--- config.mk ---
export PLATFORM = sky130hd
export DESIGN_NAME = tt_dwell_counter
export DESIGN_NICKNAME = d
export VERILOG_FILES = /design/src/rtl/tt_response_checker_pkg.sv /design/src/rtl/tt_response_checker_dwell_counter.sv
export SDC_FILE = /design/constraint.sdc
export NUM_CORES = 1
export LEC_CHECK = 0
export ABC_AREA = 1
export CAP_MARGIN = 10
export CORE_AREA = 2 2 39 41
export DETAILED_ROUTE_END_ITERATION = 10
export DIE_AREA = 0 0 41 43
export PLACE_DENSITY = 0.46
export SYNTH_ARGS = -nofsm -noshare
export SYNTH_HDL_FRONTEND = slang
export SYNTH_SLANG_ARGS = --single-unit
--- constraint.sdc ---
create_clock -name clk -period 2.48 [get_ports clk]
set_input_delay 0.496 -clock clk [delete_from_list [all_inputs] [get_ports clk]]
set_output_delay 0.496 -clock clk [all_outputs]
set_load 0.1 [all_outputs]
--- src/rtl/tt_response_checker_pkg.sv ---
// Shared definitions for the truth-table response checker: FSM state
// encodings, vector space size and a helper for the dwell counter width.
package tt_defs;

    typedef enum logic [1:0] {
        ST_IDLE = 2'd0,
        ST_RUN  = 2'd1,
        ST_DONE = 2'd2
    } state_t;

    localparam int NUM_VEC = 16;
    localparam int VEC_W   = 4;

    // Counter width for a dwell of n cycles; never narrower than one bit.
    function automatic int cnt_width(input int n);
        return (n <= 1) ? 1 : $clog2(n);
    endfunction

endpackage

--- src/rtl/tt_response_checker_dwell_counter.sv ---
// Dwell counter: counts 0..DWELL-1 while enabled and wraps. Flags the cycle
// at which the DUT output is sampled and the final cycle of each dwell.
module tt_dwell_counter
    import tt_defs::*;
#(
    parameter int DWELL     = 20,
    parameter int SAMPLE_AT = 19
) (
    input  logic clk,
    input  logic rst_n,
    input  logic clr,
    input  logic en,
    output logic sample_pulse,
    output logic last_pulse
);

    localparam int                 CNT_W    = cnt_width(DWELL);
    localparam logic [CNT_W-1:0]   SAMPLE_V = CNT_W'(SAMPLE_AT);
    localparam logic [CNT_W-1:0]   LAST_V   = CNT_W'(DWELL - 1);

    // Reject parameterisations that can never sample inside a dwell.
    if (DWELL < 1) begin : g_bad_dwell
        $error("tt_dwell_counter: DWELL must be at least 1");
    end
    if ((SAMPLE_AT < 0) || (SAMPLE_AT > DWELL - 1)) begin : g_bad_sample
        $error("tt_dwell_counter: SAMPLE_AT must lie in 0..DWELL-1");
    end

    logic [CNT_W-1:0] cnt_q;
    logic [CNT_W-1:0] cnt_d;

    assign sample_pulse = en && (cnt_q == SAMPLE_V);
    assign last_pulse   = en && (cnt_q == LAST_V);

    // Next count: clear wins, otherwise step and wrap at the end of a dwell.
    always_comb begin
        cnt_d = cnt_q;
        if (clr) begin
            cnt_d = '0;
        end else if (en) begin
            cnt_d = (cnt_q == LAST_V) ? '0 : cnt_q + 1'b1;
        end
    end

    // Count register.
    always_ff @(posedge clk or negedge rst_n) begin
        if (!rst_n) begin
            cnt_q <= '0;
        end else begin
            cnt_q <= cnt_d;
        end
    end

endmodule

Fig. 1: run 1, drive-strength map
Drawn at 8 px/um.
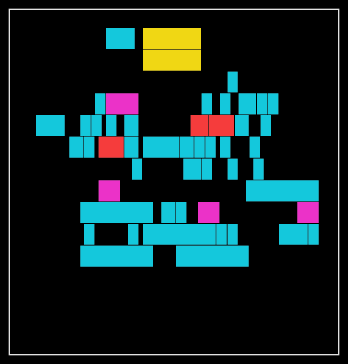
[cyan] _0 and _1 cells | cells: 42 | share: 82%
[magenta] _3 and _4 cells | cells: 4 | share: 7.8%
[yellow] _6 and larger | cells: 2 | share: 3.9%
[red] _2 cells | cells: 3 | share: 5.9%

Fig. 2: run 1, logic cells by family
Drawn at 8 px/um.
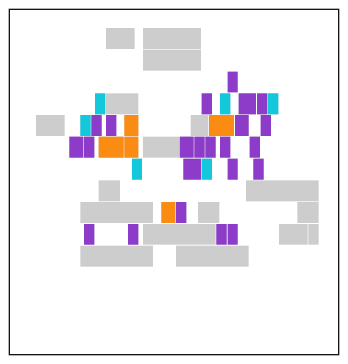
[orange] aoi and oai cells | cells: 5
[purple] nand cells | cells: 23 | most used: nand2_1
[cyan] inv cells | cells: 6 | most used: inv_1
proportion of cell area occupied by multi-input gates: 37.4%
final non-filler cell total: 67
most instantiated logic cell after routing: nand2_1

==> GITHUB_STEP_SUMMARY, run 1 <==
### Flow metrics

| Metric | Value |
|---|---|
| Result of the run | finished, final reports clean |
| Tightest Pin Transition | 0.235 ns |
| Total gr overflow | 0 |
| Area fraction in mux cells | 0% |
| Drc violations | 0 |
| Number of signal-net inverters in the final layout | 6 |
| Wl on met1 | 287 um |
| Worst-case reg-to-reg path depth | 6 |
| TritonRoute pass-1 iters | 2 |
| Post-synth area from yosys stat | around 310 um2 |
| Number of gates given a new drive strength after cts | 0 |
| Flop Count | 5 |
| Final HPWL from detailed placement | 475 um |
| Clock group share of total power | 47.1% |
| Cell type with the largest total area | dfrtp_1 |
| Count of final max-slew check failures | 0 |
| Port bufs | 5 |
| Initial antenna violation count | 0 |
| Data buffer area share | 16.6% |
| Pre-CTS setup slack | about 0.54 ns |
| Routed length on met3 | 39 um |
| Count of library flops with an enable pin | 0 |
| Largest register FFs | 5 |
| Clock network contribution to total cell area | 6.23% |
| Synth cell count leaders | 18 x nand2_1, 6 x inv_1, 5 x dfrtp_1, 3 x nand3_1 |
| Flip-flop and latch power | 0.0891 mW |
| Count of fill cells added during filler insertion | 148 |
| Share of total power in sequential cells | 43.7% |
| Core area | 0.00138 mm2 |
| Peak fanout along the critical path | 5 |
| # Post-CTS Setup Buffers | 0 |
| Final-layout clock buffer total | 4 |
| Number of unique standard cell types used by synthesis | 12 |
| Hold-fix buffers, CTS | 0 |
| And+or+nand+nor area frac | 34.4% |
| Complex Gates by Area | 10.7% |
| Area taken by multi-input logic gates | 158 um2 |
| Setup slack of the worst register-to-register path | 1.29 ns |
| Clock tree from TritonCTS | yes |
| Headroom to the max-slew limit | 84.3% |
| Kind of cell with the highest combined delay on the critical path | flip-flops |
| Number of top-level pins | 6 |
| Ratio of final minimum period to clock period | 79.9% |
| Min Tclk post-route | ~2 ns |
| Reg2reg start | cnt_q[0] |
| Top flop regs | cnt_q x5 |
| Total setup violations reported at the end of the flow | 0 |
| Worst path max stage delay | 0.40 ns |
| Reported clock group power | a little under 0.1 mW |
| Switching share of power | 24.4% |
| Power Dens Cells | 484 mW/mm2 |
| Source-to-sink clock delay at the later pin of the worst-skew pair | 0.24 ns |
| Destination of the critical timing path | last_pulse |
| Main power group | the clock network |
| Total met2 wirelength after detailed routing | 266 um |
| Fraction of standard cell area that is sequential | 29.7% |
| Diodes inserted | 0 |
| Startpoint-to-endpoint class of the critical path | flip-flop to output port |
| Cell types occupying the most area after synthesis | dfrtp_1 41%, nand2_1 22%, inv_1 7.4%, a21oi_2 5.7%, nand3_1 4.9% |
| Combinational Gates | 31 |
| Layout buffer count excluding clock buffers | 5 |
| Most prevalent standard cell on the critical path | nand2_1 |
| Post-layout worst setup margin | ~0.50 ns |
| Antenna Nets Post-Route | 0 |
| Post-synthesis instance total | 43 |
| Biggest combinational cell group after synthesis | simple AND/OR/NAND/NOR gates |
| Reg-to-reg endpoint | cnt_q[2] |
| Gpl congestion | 0.668 |
| Number of H-tree levels | 1 |
| Startpoint class of the critical path | flip-flop |
| Share of flip-flops with an asynchronous set or reset | 100% |
| Achievable Freq | a little over 0.5 GHz |
| Via count of the first global-routing pass | 257 |
| Maximum vdd drop | 220 uV |
| Global-route met1 utilization | 12.6% |
| Worst path arrival time | 1.49 ns |
| Crit end category | output port |
| Total die size | 0.00176 mm2 |
| Register area share after synthesis | 41.0% |
| CTS root buffer | clkbuf_4 |
| Post-layout net count | between 50 and 60 |
| Fin Setup TNS | 0 ns |
| Final worst clock skew | a little over 0.005 ns |
| Combinational cell fraction of total power | 9.3% |
| Synth Area in XOR/XNOR | 0% |
| Synth warnings | 0 |
| Initial drt markers | 1 |
| Per-instance average area after synthesis | 7.10 um2 |
| Total power draw | 0.204 mW |
| Final core utilization | 30.5% |
| Worst Hold Slack | 0.473 ns |
| Die extent in y | 43 um |
| Netlist Area Pre-Place | 305 um2 |
| Slowest cell on the critical path | dfrtp_1 |
| Net Count, Synth | 48 |
| Combinational group power | 0.0189 mW |
| Count of max-cap constraint violations | 0 |
| Number of cells in the design after placement | around 63 |
| Cell leakage power | 0.212 nW |
| Wire length of the first global-routing pass | just over 1000 um |
| Dominant register cell in the synthesized netlist | dfrtp_1 |
| Area share of the leading cell type in the synthesized netlist | 41.0% |
| Post-synthesis cell type with the largest instance count | nand2_1 |
| Pint | around 0.15 mW |
| Required arrival time at the worst endpoint | between 1.5 and 2 ns |
| Largest cell class by area | combinational gates |
| Stages on the worst setup path | 6 |
| M3 GR Usage | approximately 6.3% |
| Register with the most flip-flops | cnt_q |
| Origin of the worst setup path | cnt_q[0] |
| Sequential cell area in the final layout | 125 um2 |
| Largest net degree at the start of global routing | 8 |
| Final instance area | 422 um2 |
| Num tapcells | 16 |
| CTS clk-pin slew, worst paths | 0.05 ns |
| Buffer and inverter count on the worst path | 2 |
| Worst-case clock buffer depth | 2 |
| Highest Signal Layer | met3 |
| Cell Chain, Critical Path | ha_1, nand2_1, inv_1, nand2_1, nor2_4, buf_12 |
| Via/cell ratio | 4.30 |
| Most frequently placed logic cells in the final layout | 18 x nand2_1, 6 x inv_1, 5 x dfrtp_1 |
| Count of final hold-check violations | 0 |
| Global routing met2 resource utilization | 10.6% |
| Floorplan Utilization | 22.1% |
| Switching pwr | 0.0497 mW |
| P&R area growth vs syn | 38.1% |
| Setup repair after global routing missed its margin | no |
Fig. 3: run 1, wiring heat map
Drawn at 6 px/um. 8 x 9 tiles, from dark purple (low) to yellow (high), scaled to the fullest tile. Values are wire area over tile area, all layers added.
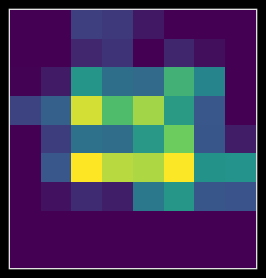
emptiest ninth of the die: bottom left
tiles over half the peak: 21%
mean over tiles: 0.053
fullest tile: 0.24
nearly empty tiles: 43%
densest ninth of the die: middle
wirelength, routed: 593 um
total vias in the final route: 288
average wire per standard cell: 8.85 um
all-layer global routing usage: 8.55%

Fig. 4: run 1, routed metal, one colour a layer
Drawn at 8 px/um. Two of the layers only.
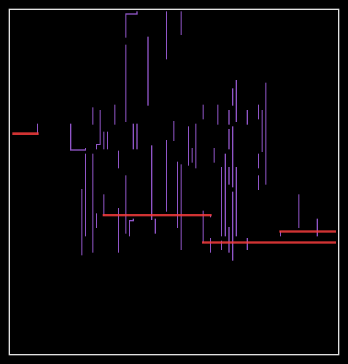
[purple] metal 2 | wire length: 267 um
[red] metal 3 | wire length: 39.6 um

--- run 2 (diff from run 1) ---
Clock period 2.48 ns to 1.9 ns, I/O delays scaled along.
==> GITHUB_STEP_SUMMARY, run 2 <==
### Flow metrics

| Metric | Value |
|---|---|
| Result of the run | finished, final reports clean |
| Gpl congestion | 0.693 (+3.8%) |
| Final worst clock skew | 0.00299 ns (-0.00210 ns) |
| Largest net degree at the start of global routing | 8 (unchanged) |
| Min Tclk post-route | roughly 1.8 ns |
| Final instance area | 437 um2 (+3.6%) |
| Netlist Area Pre-Place | 305 um2 (unchanged) |
| Worst path max stage delay | 0.42 ns (+0.02 ns) |
| Reg-to-reg endpoint | cnt_q[2] |
| Number of top-level pins | 6 (unchanged) |
| Required arrival time at the worst endpoint | 1.52 ns (-0.46 ns) |
| Worst Hold Slack | 0.360 ns (-0.113 ns) |
| Count of final max-slew check failures | 0 (unchanged) |
| Buffer and inverter count on the worst path | 2 (unchanged) |
| Floorplan Utilization | 22.1% (unchanged) |
| Via count of the first global-routing pass | 271 (+5.4%) |
| Num tapcells | 16 (unchanged) |
| Origin of the worst setup path | cnt_q[1] |
| Wl on met1 | 302 um (+5.2%) |
| Final-layout clock buffer total | 4 (unchanged) |
| Initial antenna violation count | 0 (unchanged) |
| Share of total power in sequential cells | 44.6% (+0.9 points) |
| M3 GR Usage | 9.42% (+3.1 points) |
| Post-layout worst setup margin | 0.117 ns (-0.381 ns) |
| Wire length of the first global-routing pass | 1040 um (+1.3%) |
| Cell types occupying the most area after synthesis | dfrtp_1 41%, nand2_1 22%, inv_1 7.4%, a21oi_2 5.7%, nand3_1 4.9% |
| Setup repair after global routing missed its margin | no |
| Via/cell ratio | 4.24 (-1.4%) |
| Clock network contribution to total cell area | 6.02% (-0.21 points) |
| Area fraction in mux cells | 0% (unchanged) |
| Cell type with the largest total area | dfrtp_1 |
| Antenna Nets Post-Route | 0 (unchanged) |
| Complex Gates by Area | 10.7% (unchanged) |
| All-layer global routing usage | 9.34% (+0.79 points) |
| Largest cell class by area | combinational gates |
| Switching share of power | 23.3% (-1.1 points) |
| Ratio of final minimum period to clock period | 93.8% |
| Sequential cell area in the final layout | 125 um2 (unchanged) |
| Fraction of standard cell area that is sequential | 28.7% (-1.0 points) |
| Final HPWL from detailed placement | 488 um (+2.7%) |
| Startpoint class of the critical path | flip-flop |
| Data buffer area share | 16.0% (-0.57 points) |
| Number of unique standard cell types used by synthesis | 12 (unchanged) |
| Reg2reg start | cnt_q[0] |
| Area share of the leading cell type in the synthesized netlist | 41.0% (unchanged) |
| Count of fill cells added during filler insertion | 146 (-1.4%) |
| # Post-CTS Setup Buffers | 0 (unchanged) |
| Flip-flop and latch power | 0.118 mW (+32%) |
| TritonRoute pass-1 iters | 3 (+1) |
| Clock group share of total power | 45.4% (-1.7 points) |
| Power Dens Cells | 605 mW/mm2 (+25%) |
| Achievable Freq | roughly 0.56 GHz |
| Kind of cell with the highest combined delay on the critical path | flip-flops |
| Routed length on met3 | 49 um (+26%) |
| CTS clk-pin slew, worst paths | 0.04 ns (about the same) |
| Total vias in the final route | 284 (-1.4%) |
| Per-instance average area after synthesis | 7.10 um2 (unchanged) |
| Startpoint-to-endpoint class of the critical path | flip-flop to output port |
| Number of gates given a new drive strength after cts | 0 (unchanged) |
| Post-synth area from yosys stat | 305 um2 (unchanged) |
| Reported clock group power | 0.120 mW (+25%) |
| Share of flip-flops with an asynchronous set or reset | 100% (unchanged) |
| Slowest cell on the critical path | dfrtp_1 |
| Net Count, Synth | 48 (unchanged) |
| Total power draw | 0.264 mW (+29%) |
| Register area share after synthesis | 41.0% (unchanged) |
| Total setup violations reported at the end of the flow | 0 (unchanged) |
| Most instantiated logic cell after routing | nand2_1 |
| Stages on the worst setup path | 6 (unchanged) |
| Total met2 wirelength after detailed routing | 252 um (-5.3%) |
| Synth cell count leaders | 18 x nand2_1, 6 x inv_1, 5 x dfrtp_1, 3 x nand3_1 |
| Maximum vdd drop | 442 uV (+100%) |
| Tightest Pin Transition | 0.232 ns (-0.00310 ns) |
| Combinational cell fraction of total power | 10.0% (+0.7 points) |
| P&R area growth vs syn | 43.0% |
| Final core utilization | 31.6% (+1.1 points) |
| Source-to-sink clock delay at the later pin of the worst-skew pair | 0.24 ns (about the same) |
| Global-route met1 utilization | 11.9% (-0.72 points) |
| Global routing met2 resource utilization | 10.9% (+0.31 points) |
| Post-synthesis cell type with the largest instance count | nand2_1 |
| Final non-filler cell total | 67 (unchanged) |
| Number of signal-net inverters in the final layout | 6 (unchanged) |
| Total die size | 0.00176 mm2 (unchanged) |
| Combinational Gates | 31 (unchanged) |
| Setup slack of the worst register-to-register path | 0.83 ns (-0.46 ns) |
| Biggest combinational cell group after synthesis | simple AND/OR/NAND/NOR gates |
| Most frequently placed logic cells in the final layout | 17 x nand2_1, 5 x inv_1, 5 x dfrtp_1 |
| Post-synthesis instance total | 43 (unchanged) |
| Switching pwr | 0.0615 mW (+24%) |
| Highest Signal Layer | met3 |
| Count of final hold-check violations | 0 (unchanged) |
| Clock tree from TritonCTS | yes |
| And+or+nand+nor area frac | 34.4% (unchanged) |
| Hold-fix buffers, CTS | 0 (unchanged) |
| Average wire per standard cell | 9.01 um (+1.9%) |
| Area taken by multi-input logic gates | 173 um2 (+9.5%) |
| Flop Count | 5 (unchanged) |
| CTS root buffer | clkbuf_4 |
| Wirelength, routed | 604 um (+1.9%) |
| Count of max-cap constraint violations | 0 (unchanged) |
| Main power group | the clock network |
| Number of H-tree levels | 1 (unchanged) |
| Pre-CTS setup slack | 0.203 ns (-0.339 ns) |
| Drc violations | 0 (unchanged) |
| Worst path arrival time | 1.40 ns (-0.09 ns) |
| Peak fanout along the critical path | 5 (unchanged) |
| Fin Setup TNS | 0 ns (unchanged) |
| Core area | 0.00138 mm2 (unchanged) |
| Count of library flops with an enable pin | 0 (unchanged) |
Fig. 5: run 2, drive-strength map
Drawn at 8 px/um.
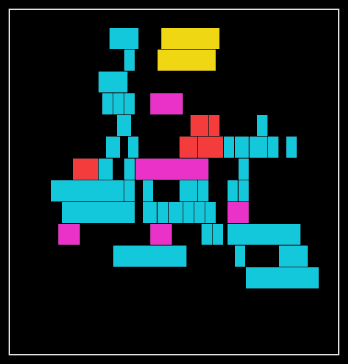
[magenta] _3 and _4 cells | cells: 5 | share: 9.8%
[cyan] _0 and _1 cells | cells: 39 | share: 76%
[yellow] _6 and larger | cells: 2 | share: 3.9%
[red] _2 cells | cells: 5 | share: 9.8%

Fig. 6: run 2, logic cells by family
Drawn at 8 px/um.
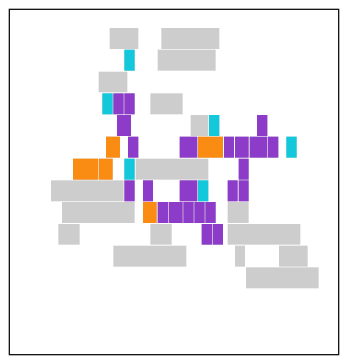
[purple] nand cells | cells: 23 | most used: nand2_1
[cyan] inv cells | cells: 6 | most used: inv_1
[orange] aoi and oai cells | cells: 5
proportion of cell area occupied by multi-input gates: 39.5%

No activity file was given, so power comes from the tool's default toggle rates.
